[src/rtl/mant_mul_sched_pkg.sv]
// mant_mul_pkg: shared types and default sizes for the mantissa multiplier
// scheduler.
//   state_t : scheduler FSM states (IDLE -> CALC -> SEND -> IDLE)
//   NREQ_DEF, MW_DEF, IDW_DEF : default requester count, mantissa width, ID width
//   id_t    : requester ID sized for the default configuration
package mant_mul_pkg;

    localparam int NREQ_DEF = 4;
    localparam int MW_DEF   = 24;
    localparam int IDW_DEF  = $clog2(NREQ_DEF);

    typedef logic [IDW_DEF-1:0] id_t;

    typedef enum logic [1:0] {
        IDLE,
        CALC,
        SEND
    } state_t;

endpackage

[src/rtl/mant_mul_sched_if.sv]
// mant_mul_sched_if: requester, multiplier and response signals of the
// mantissa multiplier scheduler.
//   req_valid/req_ready : per-requester handshake, one bit per requester
//   req_a/req_b         : packed operands, slice i belongs to requester i
//   mul_a/mul_b/mul_p   : shared multiplier operands and combinational product
//   rsp_valid/rsp_ready : response handshake
//   rsp_data/rsp_id     : registered product and the requester that owns it
// Modports: slave = scheduler side, master = requesters/multiplier/consumer side.
interface mant_mul_sched_if
    import mant_mul_pkg::*;
#(
    parameter int NREQ = NREQ_DEF,
    parameter int MW   = MW_DEF
);
    localparam int IDW = $clog2(NREQ);

    logic [NREQ-1:0]    req_valid;
    logic [NREQ-1:0]    req_ready;
    logic [NREQ*MW-1:0] req_a;
    logic [NREQ*MW-1:0] req_b;
    logic [MW-1:0]      mul_a;
    logic [MW-1:0]      mul_b;
    logic [2*MW-1:0]    mul_p;
    logic               rsp_valid;
    logic               rsp_ready;
    logic [2*MW-1:0]    rsp_data;
    logic [IDW-1:0]     rsp_id;

    modport slave (
        input  req_valid, req_a, req_b, mul_p, rsp_ready,
        output req_ready, mul_a, mul_b, rsp_valid, rsp_data, rsp_id
    );

    modport master (
        output req_valid, req_a, req_b, mul_p, rsp_ready,
        input  req_ready, mul_a, mul_b, rsp_valid, rsp_data, rsp_id
    );

endinterface

[src/rtl/mant_mul_sched_rr_arbiter.sv]
// rr_arbiter: combinational round-robin pick.
//   req       in  NREQ  request vector
//   ptr       in  IDW   highest-priority index; search runs ptr upward, wrapping
//   grant     out NREQ  one-hot grant (all zero when nothing requests)
//   grant_idx out IDW   index of the granted bit (0 when nothing requests)
//   any_grant out 1     at least one request present
module rr_arbiter #(
    parameter int NREQ = 4,
    localparam int IDW = $clog2(NREQ)
) (
    input  logic [NREQ-1:0] req,
    input  logic [IDW-1:0]  ptr,
    output logic [NREQ-1:0] grant,
    output logic [IDW-1:0]  grant_idx,
    output logic            any_grant
);

    logic [IDW-1:0] idx;

    // NOTE: every signal written here gets a default first, so no path through
    // the block leaves a value unassigned and no latch is inferred.
    always_comb begin
        grant     = '0;
        grant_idx = '0;
        any_grant = 1'b0;
        idx       = '0;
        for (int i = 0; i < NREQ; i++) begin
            idx = IDW'((int'(ptr) + i) % NREQ);
            if (!any_grant && req[idx]) begin
                any_grant  = 1'b1;
                grant[idx] = 1'b1;
                grant_idx  = idx;
            end
        end
    end

endmodule

[src/rtl/mant_mul_sched.sv]
// mant_mul_sched: round-robin scheduler sharing one combinational mantissa
// multiplier between NREQ requesters. One operation at a time:
// IDLE (accept) -> CALC (multiply) -> SEND (hold response until taken).
//   clk   in   system clock, rising edge
//   rst_n in   asynchronous active-low reset
//   bus   slave modport of mant_mul_sched_if (requests, multiplier, response)
//   busy  out  high whenever the FSM is not in IDLE
module mant_mul_sched
    import mant_mul_pkg::*;
#(
    parameter int NREQ = NREQ_DEF,
    parameter int MW   = MW_DEF
) (
    input  logic              clk,
    input  logic              rst_n,
    mant_mul_sched_if.slave   bus,
    output logic              busy
);

    localparam int IDW = $clog2(NREQ);

    state_t          state_q;
    state_t          state_d;
    logic [IDW-1:0]  ptr_q;
    logic [IDW-1:0]  id_q;
    logic            accept;

    logic [NREQ-1:0] grant;
    logic [IDW-1:0]  grant_idx;
    logic            any_grant;

    rr_arbiter #(.NREQ(NREQ)) u_arb (
        .req       (bus.req_valid),
        .ptr       (ptr_q),
        .grant     (grant),
        .grant_idx (grant_idx),
        .any_grant (any_grant)
    );

    // Next-state and request handshake. A grant only exists where req_valid
    // is set, so req_ready high always means a completed handshake.
    always_comb begin
        state_d       = state_q;
        bus.req_ready = '0;
        accept        = 1'b0;
        case (state_q)
            IDLE: begin
                bus.req_ready = grant;
                if (any_grant) begin
                    accept  = 1'b1;
                    state_d = CALC;
                end
            end
            CALC: state_d = SEND;
            SEND: if (bus.rsp_ready) state_d = IDLE;
            default: state_d = IDLE;
        endcase
    end

    // NOTE: sequential state uses non-blocking assignments so every register
    // samples the pre-edge values regardless of statement order.
    always_ff @(posedge clk or negedge rst_n) begin
        if (!rst_n) begin
            state_q <= IDLE;
        end else begin
            state_q <= state_d;
        end
    end

    // Datapath. mul_a/mul_b are the operand registers themselves, so operand
    // changes on the requester side after accept never reach the multiplier.
    // NOTE: every datapath register is reset, including operands and product,
    // so an aborted operation leaves no stale value visible on any output.
    always_ff @(posedge clk or negedge rst_n) begin
        if (!rst_n) begin
            ptr_q         <= '0;
            id_q          <= '0;
            bus.mul_a     <= '0;
            bus.mul_b     <= '0;
            bus.rsp_valid <= 1'b0;
            bus.rsp_data  <= '0;
            bus.rsp_id    <= '0;
        end else begin
            if (accept) begin
                bus.mul_a <= bus.req_a[grant_idx*MW +: MW];
                bus.mul_b <= bus.req_b[grant_idx*MW +: MW];
                id_q      <= grant_idx;
                ptr_q     <= (grant_idx == IDW'(NREQ - 1)) ? '0 : grant_idx + 1'b1;
            end
            if (state_q == CALC) begin
                bus.rsp_data  <= bus.mul_p;
                bus.rsp_id    <= id_q;
                bus.rsp_valid <= 1'b1;
            end
            if (state_q == SEND && bus.rsp_ready) begin
                bus.rsp_valid <= 1'b0;
            end
        end
    end

    assign busy = (state_q != IDLE);

endmodule

[src/flat_wrapper.sv]
// flat-port wrapper written by rule: the top's interface ports become plain ports
module mant_mul_sched_flat import mant_mul_pkg::*;
#(
    parameter int NREQ = NREQ_DEF,
    parameter int MW   = MW_DEF
)
  (clk, rst_n, busy, bus_req_valid, bus_req_a, bus_req_b, bus_mul_p, bus_rsp_ready, bus_req_ready, bus_mul_a, bus_mul_b, bus_rsp_valid, bus_rsp_data, bus_rsp_id);
  mant_mul_sched_if #(.NREQ(NREQ), .MW(MW)) bus_i ();
  input  logic clk;
  input  logic rst_n;
  output logic busy;
  input wire logic [$bits(bus_i.req_valid)-1:0] bus_req_valid;
  input wire logic [$bits(bus_i.req_a)-1:0] bus_req_a;
  input wire logic [$bits(bus_i.req_b)-1:0] bus_req_b;
  input wire logic [$bits(bus_i.mul_p)-1:0] bus_mul_p;
  input wire logic [$bits(bus_i.rsp_ready)-1:0] bus_rsp_ready;
  output wire logic [$bits(bus_i.req_ready)-1:0] bus_req_ready;
  output wire logic [$bits(bus_i.mul_a)-1:0] bus_mul_a;
  output wire logic [$bits(bus_i.mul_b)-1:0] bus_mul_b;
  output wire logic [$bits(bus_i.rsp_valid)-1:0] bus_rsp_valid;
  output wire logic [$bits(bus_i.rsp_data)-1:0] bus_rsp_data;
  output wire logic [$bits(bus_i.rsp_id)-1:0] bus_rsp_id;
  assign bus_i.req_valid = bus_req_valid;
  assign bus_i.req_a = bus_req_a;
  assign bus_i.req_b = bus_req_b;
  assign bus_i.mul_p = bus_mul_p;
  assign bus_i.rsp_ready = bus_rsp_ready;
  assign bus_req_ready = bus_i.req_ready;
  assign bus_mul_a = bus_i.mul_a;
  assign bus_mul_b = bus_i.mul_b;
  assign bus_rsp_valid = bus_i.rsp_valid;
  assign bus_rsp_data = bus_i.rsp_data;
  assign bus_rsp_id = bus_i.rsp_id;
  mant_mul_sched #(.NREQ(NREQ), .MW(MW)) u_core (.clk(clk), .rst_n(rst_n), .bus(bus_i), .busy(busy));
endmodule
[config.mk]
export PLATFORM = sky130hd
export DESIGN_NAME = mant_mul_sched_flat
export DESIGN_NICKNAME = d
export VERILOG_FILES = /design/src/rtl/mant_mul_sched_pkg.sv /design/src/rtl/mant_mul_sched_if.sv /design/src/rtl/mant_mul_sched_rr_arbiter.sv /design/src/rtl/mant_mul_sched.sv /design/src/flat_wrapper.sv
export SDC_FILE = /design/constraint.sdc
export NUM_CORES = 1
export LEC_CHECK = 0
export CORE_AREA = 2 2 135 137
export DETAILED_ROUTE_END_ITERATION = 8
export DIE_AREA = 0 0 137 139
export GPL_ROUTABILITY_DRIVEN = 0
export PLACE_DENSITY = 0.73
export SLEW_MARGIN = 20
export SYNTH_ARGS = -nofsm -noshare
export SYNTH_HDL_FRONTEND = slang
export SYNTH_SLANG_ARGS = --single-unit
[constraint.sdc]
create_clock -name clk -period 2.75 [get_ports clk]
set_input_delay 0.55 -clock clk [delete_from_list [all_inputs] [get_ports clk]]
set_output_delay 0.55 -clock clk [all_outputs]
set_load 0.005 [all_outputs]
### Wiring by layer

Drawn at 3 px/um.
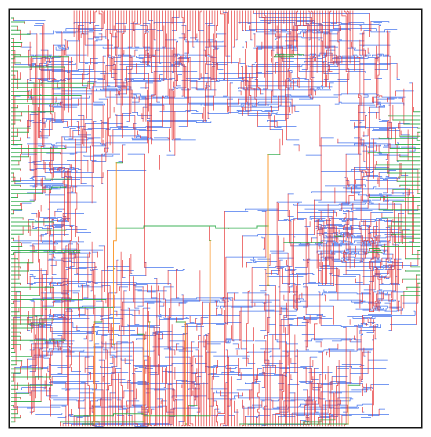
layer	color	wire length
M4	orange	308 um
M1	blue	7,570 um
M3	green	1,280 um
M2	red	9,850 um
number of vias in the routed layout: 5,136
total wirelength of the detailed-routed design: 19.0 mm

### Clock routing

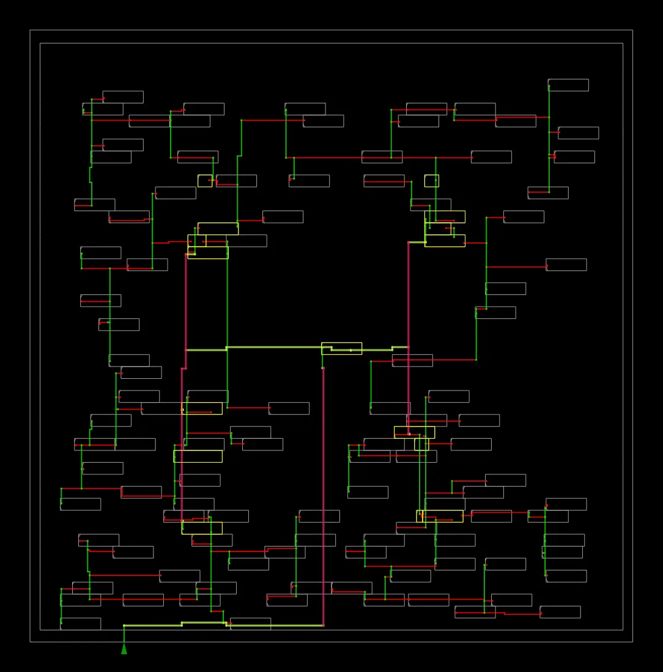
Layout Skew: 0.0109 ns
power drawn by the clock network: 1.37 mW
Inserted Clock Buffers: 9
clock insertion delay at the later pin of the skew report: 0.35 ns
sequential cell count: 105

### Metal 2

Drawn at 2 px/um.
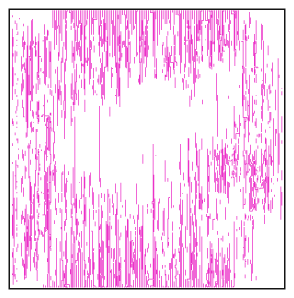
share of all routed wire	52%
main direction	vertical
met2 capacity usage during global routing: 0.348

### The metal 3 layer

Drawn at 2 px/um. Cells faint in the background.
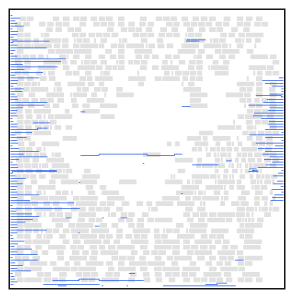
main direction	horizontal
wire length on this layer	1,280 um
share of all routed wire	6.7%
longest straight run	36.1 um
nets with wire on the layer	163
global routing met3 resource utilization: 0.0453

==> run notes <==
Physical implementation status

The flow ran to the end, but the final reports show violations. The final reports fail on negative setup slack. In this build the clock could be raised as far as 334 MHz.

The DRC violation total after the first TritonRoute iteration stands at 176. In this run the worst setup path terminates at bus_req_ready[2]. The post-layout minimum cycle time stands at 3.00 ns. After synthesis, the cell types taking the most area are sky130_fd_sc_hd__dfrtp_1 (47%), sky130_fd_sc_hd__mux2i_1 (18%), sky130_fd_sc_hd__mux2_2 (10%). For this run, the number of Yosys warnings is 0. The xor/xnor cell area share of the yosys netlist stands at 0. Gates resized during post-CTS repair numbered 21.

The critical path required time stands at 2.20 ns. The number of flip-flops and latches in the synthesized netlist stands at 105. The number of failing hold endpoints at the final stage stands at 0. Across every metal layer, demand over resource in global routing totals 0.200. In the post-route analysis, the smallest setup slack over all paths is -0.246 ns. Summing over the stages, the warning tally comes to 35.

In the Yosys report the total cell count is 470. The floorplan step set the die height to 139 um. The number of flip-flops in the largest register stands at 48.

The initial antenna violation count stands at 0. Measured on the finished design, the core utilization comes to 0.560. The internal power of the cells totals 7.05 mW. The slowest stage of the critical path belongs to the cell sky130_fd_sc_hd__mux4_2.

u_core.bus.rsp_data holds more flip-flops than any other register. The via count of the first global-routing pass stands at 5,346. The cell-mix breakdown from Yosys lists the simple-gate area share as 0.0605. The total stage count of the critical path stands at 10. For this configuration, the core starts out at a cell density of 0.314.

In the routed design, unresolved DRC markers number 0. Setup repair after global routing could not meet its margin everywhere. The signal on the critical path passes through inv_2 -> ha_4 -> mux4_2 -> a211oi_4 -> buf_4 -> buf_6 -> a22o_1 -> mux2i_1 -> a21oi_1 -> buf_2. The post-synth net total stands at 726. The count of input and output buffers stands at 350. The first detailed-routing pass took 4 iterations. The count of cells along the worst register-to-register path stands at 10. Recorded from the global router log, the overflow total was 0. The worst setup timing slack at the placement stage stands at -0.513 ns.

After technology mapping, the gate count stands at 470. The maximum cell stage delay along the critical path stands at 0.54 ns. After routing, the total negative slack on setup checks comes to -0.824 ns. The chip area stands at 19,000 um^2. The total power after layout stands at 11.0 mW. The synthesized netlist occupies a cell area of 5540 um^2. Broken down by cell family, the worst path's largest delay share belongs to multiplexers. The antenna diode instance count stands at 0. In the final layout, the registers with the most flip-flops are u_core.bus.rsp_data (48), u_core.bus.mul_a (24), u_core.bus.mul_b (24). The number of maximum-capacitance violations recorded for the run is 0. The post-synthesis compound-gate area fraction stands at 0.111. After floorplanning, the core was sized to cover 17,700 um^2. Entering global routing, the biggest net connects 52 pins. The finished layout holds 1,071 standard cells, fillers aside. Of the total power, the share spent switching nets is 0.358.

The critical path maximum fanout is 2. The count of buffer and inverter cells on the critical path stands at 4. After the last flow step, the layout net total stands at 1,093. The end-of-flow timing check tallies setup violations at 4. The path class of the tightest hold or removal check is in2async. Of the available clock period, the critical path in the final layout requires 1.09. The number of placed instances with taps included stands at 1,050. The placement row count stands at 49. The max-slew check reports its worst relative slack as 0.557. The transition time of the tightest slew-check pin stands at 0.664 ns. The fraction of final layout cells sized beyond drive strength 1 stands at 0.153. According to the dpl log, the detail-placed design has an HPWL of 14.8 mm.

The leakage component of the power stands at 4.41 nW. The share of total power dissipated in sequential elements is 0.252. The net switching component of the power stands at 3.92 mW. The worst setup path is captured at an output pin. The power report attributes to the clock group a share of 0.125. The report puts the hold buffer count at CTS at 0. The number of top-level pins stands at 351. The data arrival time of the critical path stands at 2.45 ns. The placed instances occupy a cell area of 9530 um^2. Per the detail_route report, routed wire per instance is 17.7 um. For this design, the sink count on the clock tree is 105.

Looking at the reg2reg group, the worst path ends at u_core.ptr_q[0]$_DFFE_PN0P_. The largest vdd supply drop stands at 0.516 mV. Looking at the setup timing report, the critical path kind is reg2out. The die is 137 um wide. The clock-pin slew on the worst setup and hold paths stands at 0.08 ns.

The buffer depth of the longest clock path stands at 2. The first global-routing pass estimated 29.7 mm of wire. The share of synthesized cell area in full adder, half adder and majority cells stands at 0.0203. The share of synthesized area in the top cell type comes to 0.474. The proportion of synthesized area in mux cells stands at 0.290. For flop-to-flop paths, the worst setup slack is 0.28 ns.

The worst setup path is launched from a flip-flop. TritonCTS built the clock tree. The tree is rooted in a sky130_fd_sc_hd__clkbuf_16. Of the total power, combinational logic draws 0.624. The final report gives the standard cell area, fillers excluded, as 9880 um^2. The signed area change from the synthesized netlist to the final layout stands at 78.2%.

Looking at area per cell type in the netlist, the leader is sky130_fd_sc_hd__dfrtp_1. Once detail routing completed, the nets flagged for antenna violations numbered 0.
-- power groups by stage --
stage / registers, mW / clock network [mW] / logic, mW
CTS: 2.76 / 1.43 / 6.91
detailed placement: 2.78 / 0 / 6.83
finish: 2.76 / 1.37 / 6.84
global route: 2.86 / 1.49 / 7.39
floorplan: 2.83 / 0 / 3.58
global placement: 2.75 / 0 / 6.75
-- layer usage --
layer / track usage / wire length, um / part of all wire / vias up
met5: 0 / 0 / 0 / -
met4: 0.0575 / 307 / 0.016 / 0
met3: 0.0453 / 1280 / 0.067 / 19
met2: 0.348 / 9850 / 0.52 / 186
met1: 0.247 / 7570 / 0.40 / 2459
li1: - / - / - / 2472
-- cell usage in the layout (no fill, tap or decap), drive strengths merged, types with 2 or more instances in the layout --
cell type	count
mux2	51
clkbuf	10
o2bb2ai	2
buf	49
dfrtp	105
nand2b	4
a21oi	8
or2	2
mux2i	101
nor2	11
clkdlybuf4s50	345
a21o	2
o221ai	48
nor2b	2
inv	10
a22o	4
ha	9
o21ai	5
nand2	62
-- synth_stat cells --
| master | n |
|---|---|
| sky130_fd_sc_hd__nand3_1 | 1 |
| sky130_fd_sc_hd__o22a_1 | 1 |
| sky130_fd_sc_hd__nand2_1 | 62 |
| sky130_fd_sc_hd__nor2b_1 | 2 |
| sky130_fd_sc_hd__clkbuf_2 | 1 |
| sky130_fd_sc_hd__buf_8 | 2 |
| sky130_fd_sc_hd__a21oi_1 | 8 |
| sky130_fd_sc_hd__a22o_1 | 4 |
| sky130_fd_sc_hd__mux2i_1 | 101 |
| sky130_fd_sc_hd__nand2b_1 | 4 |
| sky130_fd_sc_hd__buf_6 | 1 |
| sky130_fd_sc_hd__inv_1 | 6 |
| sky130_fd_sc_hd__ha_1 | 9 |
| sky130_fd_sc_hd__mux4_2 | 1 |
| sky130_fd_sc_hd__o311a_1 | 1 |
| sky130_fd_sc_hd__a21o_1 | 2 |
| sky130_fd_sc_hd__a221oi_1 | 1 |
| sky130_fd_sc_hd__o21ai_0 | 3 |
| sky130_fd_sc_hd__o21ai_1 | 2 |
| sky130_fd_sc_hd__o31ai_2 | 1 |
| sky130_fd_sc_hd__o2bb2ai_1 | 2 |
| sky130_fd_sc_hd__o22ai_1 | 1 |
| sky130_fd_sc_hd__a211oi_1 | 1 |
| sky130_fd_sc_hd__buf_1 | 3 |
| sky130_fd_sc_hd__o221ai_1 | 48 |
| sky130_fd_sc_hd__clkbuf_1 | 13 |
| sky130_fd_sc_hd__and3_1 | 1 |
| sky130_fd_sc_hd__or2_2 | 2 |
| sky130_fd_sc_hd__buf_2 | 8 |
| sky130_fd_sc_hd__buf_4 | 10 |
| sky130_fd_sc_hd__dfrtp_1 | 105 |
| sky130_fd_sc_hd__a32oi_1 | 1 |
| sky130_fd_sc_hd__mux2_2 | 51 |
| sky130_fd_sc_hd__nor2_1 | 11 |
-- layout make-up --
cell class | count | area [um^2]
fillers | 1555 | 7780
repair buffers | 394 | 3910
multi-input cells | 321 | 2720
flip-flops and latches | 105 | 2630
well taps | 229 | 287
clock buffers | 10 | 229
clock inverters | 6 | 83.8
inverters | 6 | 22.5
Power and IR drop assume default switching activity.
